`src/rtl/demux2_stream.sv`:
```
// Registered 1-to-2 stream demultiplexer: each word is steered by its select bit into
// one of two small per-channel FIFOs, with per-channel accepted-word counters for debug.

module Demux2StreamFifo #(
    parameter int WIDTH = 8,
    parameter int DEPTH = 2
) (
    input  logic             clk,
    input  logic             rst_n,
    input  logic             i_push,
    input  logic [WIDTH-1:0] i_data,
    input  logic             i_pop,
    output logic [WIDTH-1:0] o_data,
    output logic             o_valid,
    output logic             o_full
);
    localparam int PW = (DEPTH > 1) ? $clog2(DEPTH) : 1;
    localparam logic [PW:0] OCC_FULL = (PW+1)'(DEPTH);
    localparam logic [PW:0] OCC_ONE  = (PW+1)'(1);

    logic [WIDTH-1:0] r_mem [DEPTH];
    logic [PW-1:0]    r_wr_ptr;
    logic [PW-1:0]    r_rd_ptr;
    logic [PW:0]      r_occ;
    logic             r_full;
    logic             r_valid;

    logic             w_push;
    logic             w_pop;
    logic [PW:0]      w_occ_next;

    // A full FIFO refuses the push even when it is popping in the same cycle.
    assign w_push = i_push & ~r_full;
    assign w_pop  = i_pop & r_valid;

    always_comb begin
        w_occ_next = r_occ;
        if (w_push && !w_pop) begin
            w_occ_next = r_occ + OCC_ONE;
        end else if (w_pop && !w_push) begin
            w_occ_next = r_occ - OCC_ONE;
        end
    end

    always_ff @(posedge clk or negedge rst_n) begin
        if (!rst_n) begin
            for (int i = 0; i < DEPTH; i++) begin
                r_mem[i] <= '0;
            end
            r_wr_ptr <= '0;
            r_rd_ptr <= '0;
            r_occ    <= '0;
            r_full   <= 1'b0;
            r_valid  <= 1'b0;
        end else begin
            if (w_push) begin
                r_mem[r_wr_ptr] <= i_data;
                r_wr_ptr        <= r_wr_ptr + PW'(1);
            end
            if (w_pop) begin
                r_rd_ptr <= r_rd_ptr + PW'(1);
            end
            r_occ   <= w_occ_next;
            r_full  <= (w_occ_next == OCC_FULL);
            r_valid <= (w_occ_next != '0);
        end
    end

    assign o_data  = r_mem[r_rd_ptr];
    assign o_valid = r_valid;
    assign o_full  = r_full;
endmodule

module demux2_stream #(
    parameter int WIDTH = 8,
    parameter int DEPTH = 2,
    parameter int CNT_W = 16
) (
    input  logic             clk,
    input  logic             rst_n,
    input  logic [WIDTH-1:0] in_data,
    input  logic             in_sel,
    input  logic             in_valid,
    output logic             in_ready,
    output logic [WIDTH-1:0] out0_data,
    output logic             out0_valid,
    input  logic             out0_ready,
    output logic [WIDTH-1:0] out1_data,
    output logic             out1_valid,
    input  logic             out1_ready,
    output logic [CNT_W-1:0] cnt0,
    output logic [CNT_W-1:0] cnt1
);
    logic             w_full0;
    logic             w_full1;
    logic             w_accept;
    logic             w_push0;
    logic             w_push1;
    logic [CNT_W-1:0] r_cnt0;
    logic [CNT_W-1:0] r_cnt1;

    // Ready depends only on the select and registered full flags, never on the consumers.
    assign in_ready = in_sel ? ~w_full1 : ~w_full0;
    assign w_accept = in_valid & in_ready;
    assign w_push0  = w_accept & ~in_sel;
    assign w_push1  = w_accept & in_sel;

    Demux2StreamFifo #(
        .WIDTH (WIDTH),
        .DEPTH (DEPTH)
    ) u_fifo0 (
        .clk     (clk),
        .rst_n   (rst_n),
        .i_push  (w_push0),
        .i_data  (in_data),
        .i_pop   (out0_ready),
        .o_data  (out0_data),
        .o_valid (out0_valid),
        .o_full  (w_full0)
    );

    Demux2StreamFifo #(
        .WIDTH (WIDTH),
        .DEPTH (DEPTH)
    ) u_fifo1 (
        .clk     (clk),
        .rst_n   (rst_n),
        .i_push  (w_push1),
        .i_data  (in_data),
        .i_pop   (out1_ready),
        .o_data  (out1_data),
        .o_valid (out1_valid),
        .o_full  (w_full1)
    );

    // Debug counters wrap freely; they count accepted words, not delivered ones.
    always_ff @(posedge clk or negedge rst_n) begin
        if (!rst_n) begin
            r_cnt0 <= '0;
            r_cnt1 <= '0;
        end else begin
            if (w_push0) begin
                r_cnt0 <= r_cnt0 + CNT_W'(1);
            end
            if (w_push1) begin
                r_cnt1 <= r_cnt1 + CNT_W'(1);
            end
        end
    end

    assign cnt0 = r_cnt0;
    assign cnt1 = r_cnt1;
endmodule

```
`config.mk`:
```
export PLATFORM = sky130hd
export DESIGN_NAME = demux2_stream
export DESIGN_NICKNAME = d
export VERILOG_FILES = /design/src/rtl/demux2_stream.sv
export SDC_FILE = /design/constraint.sdc
export NUM_CORES = 1
export LEC_CHECK = 0
export CELL_PAD_IN_SITES_DETAIL_PLACEMENT = 2
export CELL_PAD_IN_SITES_GLOBAL_PLACEMENT = 2
export CORE_ASPECT_RATIO = 2
export CORE_MARGIN = 3
export CORE_UTILIZATION = 38
export CTS_BUF_LIST = sky130_fd_sc_hd__clkbuf_16
export DETAILED_ROUTE_END_ITERATION = 6
export GPL_TIMING_DRIVEN = 0
export PLACE_DENSITY_LB_ADDON = 0.1
export SETUP_SLACK_MARGIN = 0.3
export SYNTH_ARGS = -nofsm -noshare
export SYNTH_HDL_FRONTEND = slang
export SYNTH_HIERARCHICAL = 1
export SYNTH_SLANG_ARGS = --single-unit
```
`constraint.sdc`:
```
create_clock -name clk -period 3.85 [get_ports clk]
set_input_delay 1.155 -clock clk [delete_from_list [all_inputs] [get_ports clk]]
set_output_delay 1.155 -clock clk [all_outputs]
set_load 0.02 [all_outputs]
```
run_1/io_placement.png
Bar = 20 µm. Pins as bars across the die edge, other pins in grey.
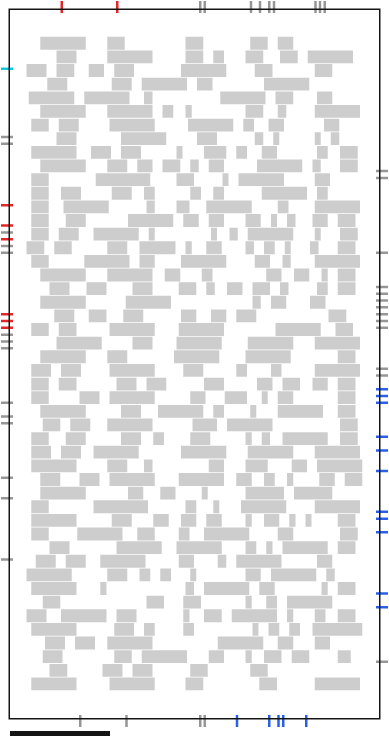
[blue] cnt0 | pins: 16 | direction: output | edge: 11 right, 5 bottom
[red] out1_data | pins: 8 | direction: output | edge: 6 left, 2 top
[cyan] clk | pins: 1 | direction: input | edge: left
all pins by edge: 24 right, 21 left, 11 top, 9 bottom

run_1/cell_density.png
The die is cut into 7 by 14 equal tiles; white is low, dark blue is high, 0 to 100% covered.
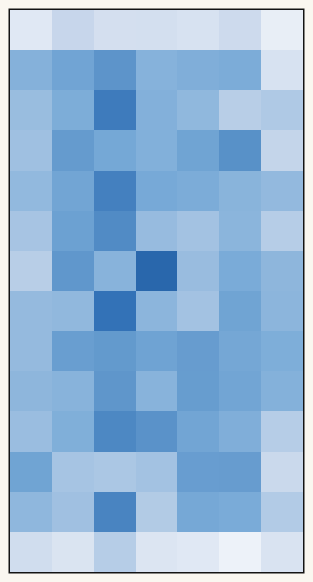
fullest tile: 78%
tiles over 75% full: 1.0%
mean over tiles: 43%

run_1/placement.png
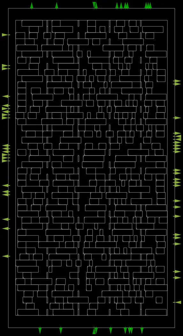
Rows: 48
Final Instance Count excl. Fillers: 446
final core occ: 52.15%
Core ar.: 8768 µm²

run_1/sizes.png
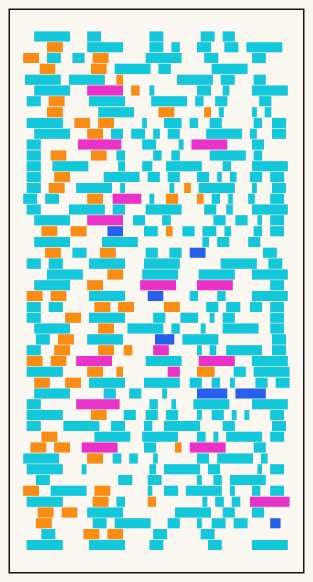
[blue] _3 and _4 cells | cells: 7 | share: 2.0%
[cyan] _0 and _1 cells | cells: 262 | share: 76% | most used: dfrtp_1
[magenta] _6 and larger | cells: 15 | share: 4.3% | most used: clkbuf_16
[orange] _2 cells | cells: 62 | share: 18% | most used: mux2_2

==> flow_summary.json, run 1 <==
{
  "status": "finished, final reports clean",
  "critPathMaxStageDelay_ps": 540,
  "top_area_share_pct": 54.70,
  "wl_met1_um": 3007,
  "cp.buffers_inverters": 2,
  "p_sw_mw": 1.221,
  "clkCellAreaFrac_pct": 6.703,
  "postSynthSeqShare_pct": 54.70,
  "wl_per_cell_um": 18.78,
  "start_kind": "input pin",
  "fp_nets": 281,
  "bufAreaShareNonClock_pct": 15.40,
  "grt_max_degree": 58,
  "common_cells": "dfrtp_1 (76), mux2_2 (50), xnor2_1 (30), nand2_1 (16), nand4_1 (11)",
  "chip_area_um2": 10400,
  "top_layer": "met4",
  "fin_nets": 357,
  "h-tree-depth": 3,
  "final_hold_viol_count": 0,
  "cts_resized": 1,
  "drt_iter0_drc": 62,
  "tritoncts.num_buffers": 9,
  "p_seq_mw": 1.33,
  "p_clk_uw": 877,
  "maxCapViolCount": 0,
  "drc": 0,
  "netlist_area_um2": 3477,
  "yosys_cells": 265,
  "drt_wl_total_um": 8376,
  "fin_worst_skew_ps": 6.750,
  "fillers": 863,
  "setup_viol": 0,
  "async_reset_ff_share_pct": 100.0,
  "place_area_um2": 4268,
  "fin_setup_tns_ps": 0,
  "pwr-share-seq_pct": 36.4,
  "crit_end": "in_ready",
  "top_cell": "dfrtp_1",
  "lay_top_count": "dfrtp_1",
  "grt_pass1_wl_um": 14260,
  "routed-via-count": 2350,
  "combinationalPowerShare_pct": 39.6,
  "hold_ws_ps": 467.4,
  "initial_core_util_pct": 39.65,
  "ys_area_um2": 3477,
  "path_class": "input pin to output port",
  "crit_cells": 3,
  "root_buffer": "clkbuf_16",
  "min-delay-start": "cnt1[15]",
  "ant_nets": 0,
  "dominant_cells": "registers",
  "top_power_group": "combinational cells",
  "layout.comb_gates.multi_input": 178,
  "r2r_slack_ps": 1860,
  "sh_comb_area_pct": 33.13,
  "dp_hpwl_um": 6029,
  "syn_inst": 265,
  "met3_usage_pct": 3.121,
  "layout-drive-gt1-share_pct": 24.28,
  "cp_cell_sequence": "clkdlybuf4s50_1 -> mux2i_1 -> dlygate4sd2_1",
  "r2r_start": "u_fifo0/o_full",
  "top_logic_kind": "multiplexers",
  "grt_usage_pct": 18.18,
  "globalRoute.busiestLayer": "met2",
  "grt_pass1_vias": 2764,
  "ff_count": 76,
  "period_used_pct": 89.09,
  "signal_buffers": 72,
  "cts_sinks": 76,
  "log.warning_count": 26,
  "r2r_cells": 5,
  "clock_path_buffers": 2,
  "antennaDiodeCount": 0,
  "inverters": 4,
  "power_frac_clock_pct": 24.0,
  "slew_violations": 0,
  "power.density_nw_per_um2": 797.5,
  "wl_met3_um": 288,
  "worstMarginPinSlew_ps": 428.7,
  "yosysTopAreaCell": "dfrtp_1",
  "dr.pass1.iters": 4,
  "wl_met2_um": 4903,
  "crit_required_ps": 2690,
  "p_int_mw": 2.426,
  "viasPerCell": 5.269,
  "grt_overflow_total": 0,
  "ys_sh_xor_pct": 9.572,
  "min_to": "cnt1[15]",
  "grt.met1_usage_pct": 19.41,
  "synth.area.mux_share_pct": 17.06,
  "irDropWorstVdd_mv": 0.4749,
  "numPortBuffers": 64,
  "combGateArea_um2": 1515,
  "setup.worst_path.start": "in_sel",
  "flop_cell": "dfrtp_1",
  "nWellTaps": 100,
  "fin_crit_ps": 3430,
  "synth_cell_type_count": 45,
  "dp_slack_ps": 158.2,
  "crit_family": "buffers and inverters",
  "final_layout_top_logic_cells": "dfrtp_1 (76), clkdlybuf4s50_1 (62), mux2_2 (50)",
  "antenna_found_initial": 0,
  "crit_path_max_fanout": 3,
  "cts_hold_buf": 0,
  "clock_latency_ps": 330,
  "rsz0062_at_grt": "false",
  "ys_sh_adder_pct": 0.7197,
  "clock_buffers": 9,
  "clk_pin_slew_ps": 60,
  "p_leak_nw": 1.959,
  "place_inst": 430,
  "use_met2_pct": 33.61,
  "simple_gate_share_pct": 14.25,
  "synth-edff-count": 0,
  "max_freq_mhz": 291.5,
  "cp_data_arrival_time_ps": 2270,
  "postSynthAreaPerCell_um2": 13.12,
  "die_w_um": 73.64,
  "aoi_share_pct": 1.979,
  "synth_flop_count": 76,
  "fin_area_um2": 4573
}
run_1/detail.png
Window x 45 to 65, y 96 to 116 µm. Cells in grey, sequential cells in the stronger grey; small squares are vias.
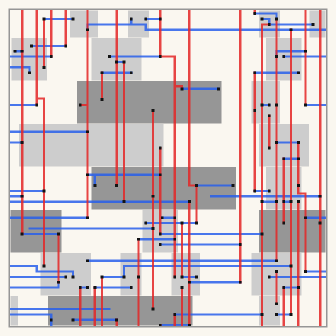

## Run 2: what changed since run 1
Settings changed: CORE_UTILIZATION 38 to 35.
Clock period 3.85 ns to 3.6 ns, I/O delays scaled along.
run_2/detail.png
Window x 47 to 67, y 100 to 120 µm. Cells in grey, sequential cells in the stronger grey; small squares are vias.
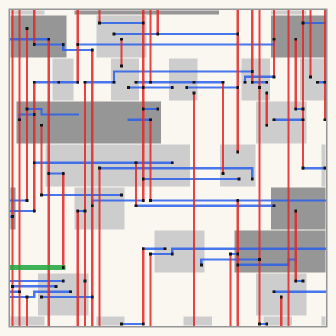
[green] metal 3
[blue] metal 1
[red] metal 2
most frequent: xnor2_1 (6), nand3_1 (3), dfrtp_1 (2)
netlist names of flops here include: cnt1 (2)
sequential cells in the window: 2
cells with their middle in the window: 15

run_2/cell_density.png
The die is cut into 8 by 15 equal tiles; white is low, dark blue is high, 0 to 100% covered.
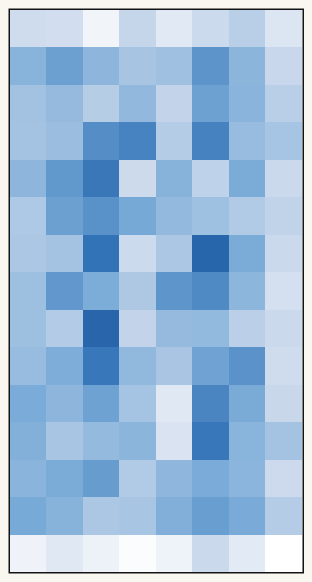
final core occ: 47.89%
Core ar.: 9509 µm²

==> flow_summary.json, run 2 <==
{
  "status": "finished, final reports clean",
  "worstMarginPinSlew_ps": 450.6,
  "syn_inst": 265,
  "hold_class": "flip-flop to flip-flop",
  "viasPerCell": 4.952,
  "start_kind": "input pin",
  "drc": 0,
  "synth_cell_type_count": 45,
  "top_layer": "met4",
  "signal_buffers": 72,
  "routed-via-count": 2357,
  "bufAreaShareNonClock_pct": 15.38,
  "p_int_mw": 2.450,
  "r2r_slack_ps": 1630,
  "wl_met3_um": 365,
  "cp.buffers_inverters": 2,
  "ys_sh_adder_pct": 0.7197,
  "yosys_cells": 265,
  "power_frac_clock_pct": 21.1,
  "lay_top_count": "dfrtp_1",
  "setup.worst_path.start": "in_sel",
  "dr.pass1.iters": 4,
  "cts_resized": 1,
  "clock_path_buffers": 2,
  "nWellTaps": 130,
  "dp_hpwl_um": 6117,
  "maxCapViolCount": 0,
  "met3_usage_pct": 3.865,
  "chip_area_um2": 11240,
  "ff_count": 76,
  "top_cell": "dfrtp_1",
  "top_logic_kind": "multiplexers",
  "postSynthSeqShare_pct": 54.70,
  "clock_buffers": 9,
  "ys_area_um2": 3477,
  "fillers": 959,
  "layout.comb_gates.multi_input": 178,
  "antenna_found_initial": 0,
  "cp_data_arrival_time_ps": 2010,
  "crit_family": "buffers and inverters",
  "fin_worst_skew_ps": 4.118,
  "tritoncts.num_buffers": 9,
  "fin_area_um2": 4554,
  "min-delay-start": "cnt0[15]",
  "wl_met1_um": 2897,
  "max_freq_mhz": 323.7,
  "ys_sh_xor_pct": 9.572,
  "r2r_start": "u_fifo0/o_full",
  "r2r_cells": 5,
  "ys_top_cells_by_area": "dfrtp_1 (55%), mux2_2 (16%), xnor2_1 (7.6%), xor2_1 (2.0%), nand4_1 (2.0%)",
  "top_power_group": "combinational cells",
  "flop_cell": "dfrtp_1",
  "clock_latency_ps": 330,
  "crit_path_max_fanout": 3,
  "sh_comb_area_pct": 33.27,
  "layout-drive-gt1-share_pct": 23.99,
  "p_clk_uw": 788,
  "synth.area.mux_share_pct": 17.06,
  "postSynthAreaPerCell_um2": 13.12,
  "num_rows": 50,
  "clk_pin_slew_ps": 60,
  "common_cells": "dfrtp_1 (76), mux2_2 (50), xnor2_1 (30), nand2_1 (16), nand4_1 (11)",
  "place_area_um2": 4305,
  "rsz0062_at_grt": "false",
  "grt_usage_pct": 15.85,
  "combinationalPowerShare_pct": 41.2,
  "root_buffer": "clkbuf_16",
  "cts_sinks": 76,
  "synth-edff-count": 0,
  "dominant_cells": "registers",
  "final_layout_top_logic_cells": "dfrtp_1 (76), clkdlybuf4s50_1 (62), mux2_2 (50)",
  "pwr-share-seq_pct": 37.8,
  "antennaDiodeCount": 0,
  "final_hold_viol_count": 0,
  "cp_cell_sequence": "clkdlybuf4s50_1 -> mux2i_1 -> clkbuf_2",
  "netlist_area_um2": 3477,
  "irDropWorstVdd_mv": 0.4607,
  "synth_flop_count": 76,
  "top_area_share_pct": 54.70,
  "cts_hold_buf": 0,
  "min_to": "cnt0[15]",
  "critPathMaxStageDelay_ps": 520,
  "combGateArea_um2": 1515,
  "fp_nets": 281,
  "fin_nets": 357,
  "place_inst": 460,
  "grt_max_degree": 62,
  "grt_overflow_total": 0,
  "grt.met1_usage_pct": 15.68,
  "p_sw_mw": 1.294,
  "initial_core_util_pct": 36.57,
  "period_used_pct": 85.82,
  "h-tree-depth": 3,
  "clkCellAreaFrac_pct": 5.577,
  "crit_required_ps": 2520,
  "grt_pass1_wl_um": 13810,
  "dp_slack_ps": 66.84,
  "crit_end": "in_ready",
  "setup_viol": 0,
  "numPortBuffers": 64,
  "slew_violations": 0,
  "inverters": 4,
  "power.density_nw_per_um2": 822.0,
  "p_leak_nw": 1.949,
  "fin_setup_tns_ps": 0,
  "die_w_um": 76.48,
  "crit_cells": 3,
  "aoi_share_pct": 1.979,
  "wl_per_cell_um": 17.39,
  "grt_pass1_vias": 2708,
  "log.warning_count": 26,
  "path_class": "input pin to output port",
  "p_seq_mw": 1.41,
  "async_reset_ff_share_pct": 100.0,
  "drt_wl_total_um": 8277,
  "hold_ws_ps": 478.0,
  "ant_nets": 0,
  "fin_crit_ps": 3089,
  "globalRoute.busiestLayer": "met2"
}
Power figures rest on the tool's default switching activity, not on a simulated workload.
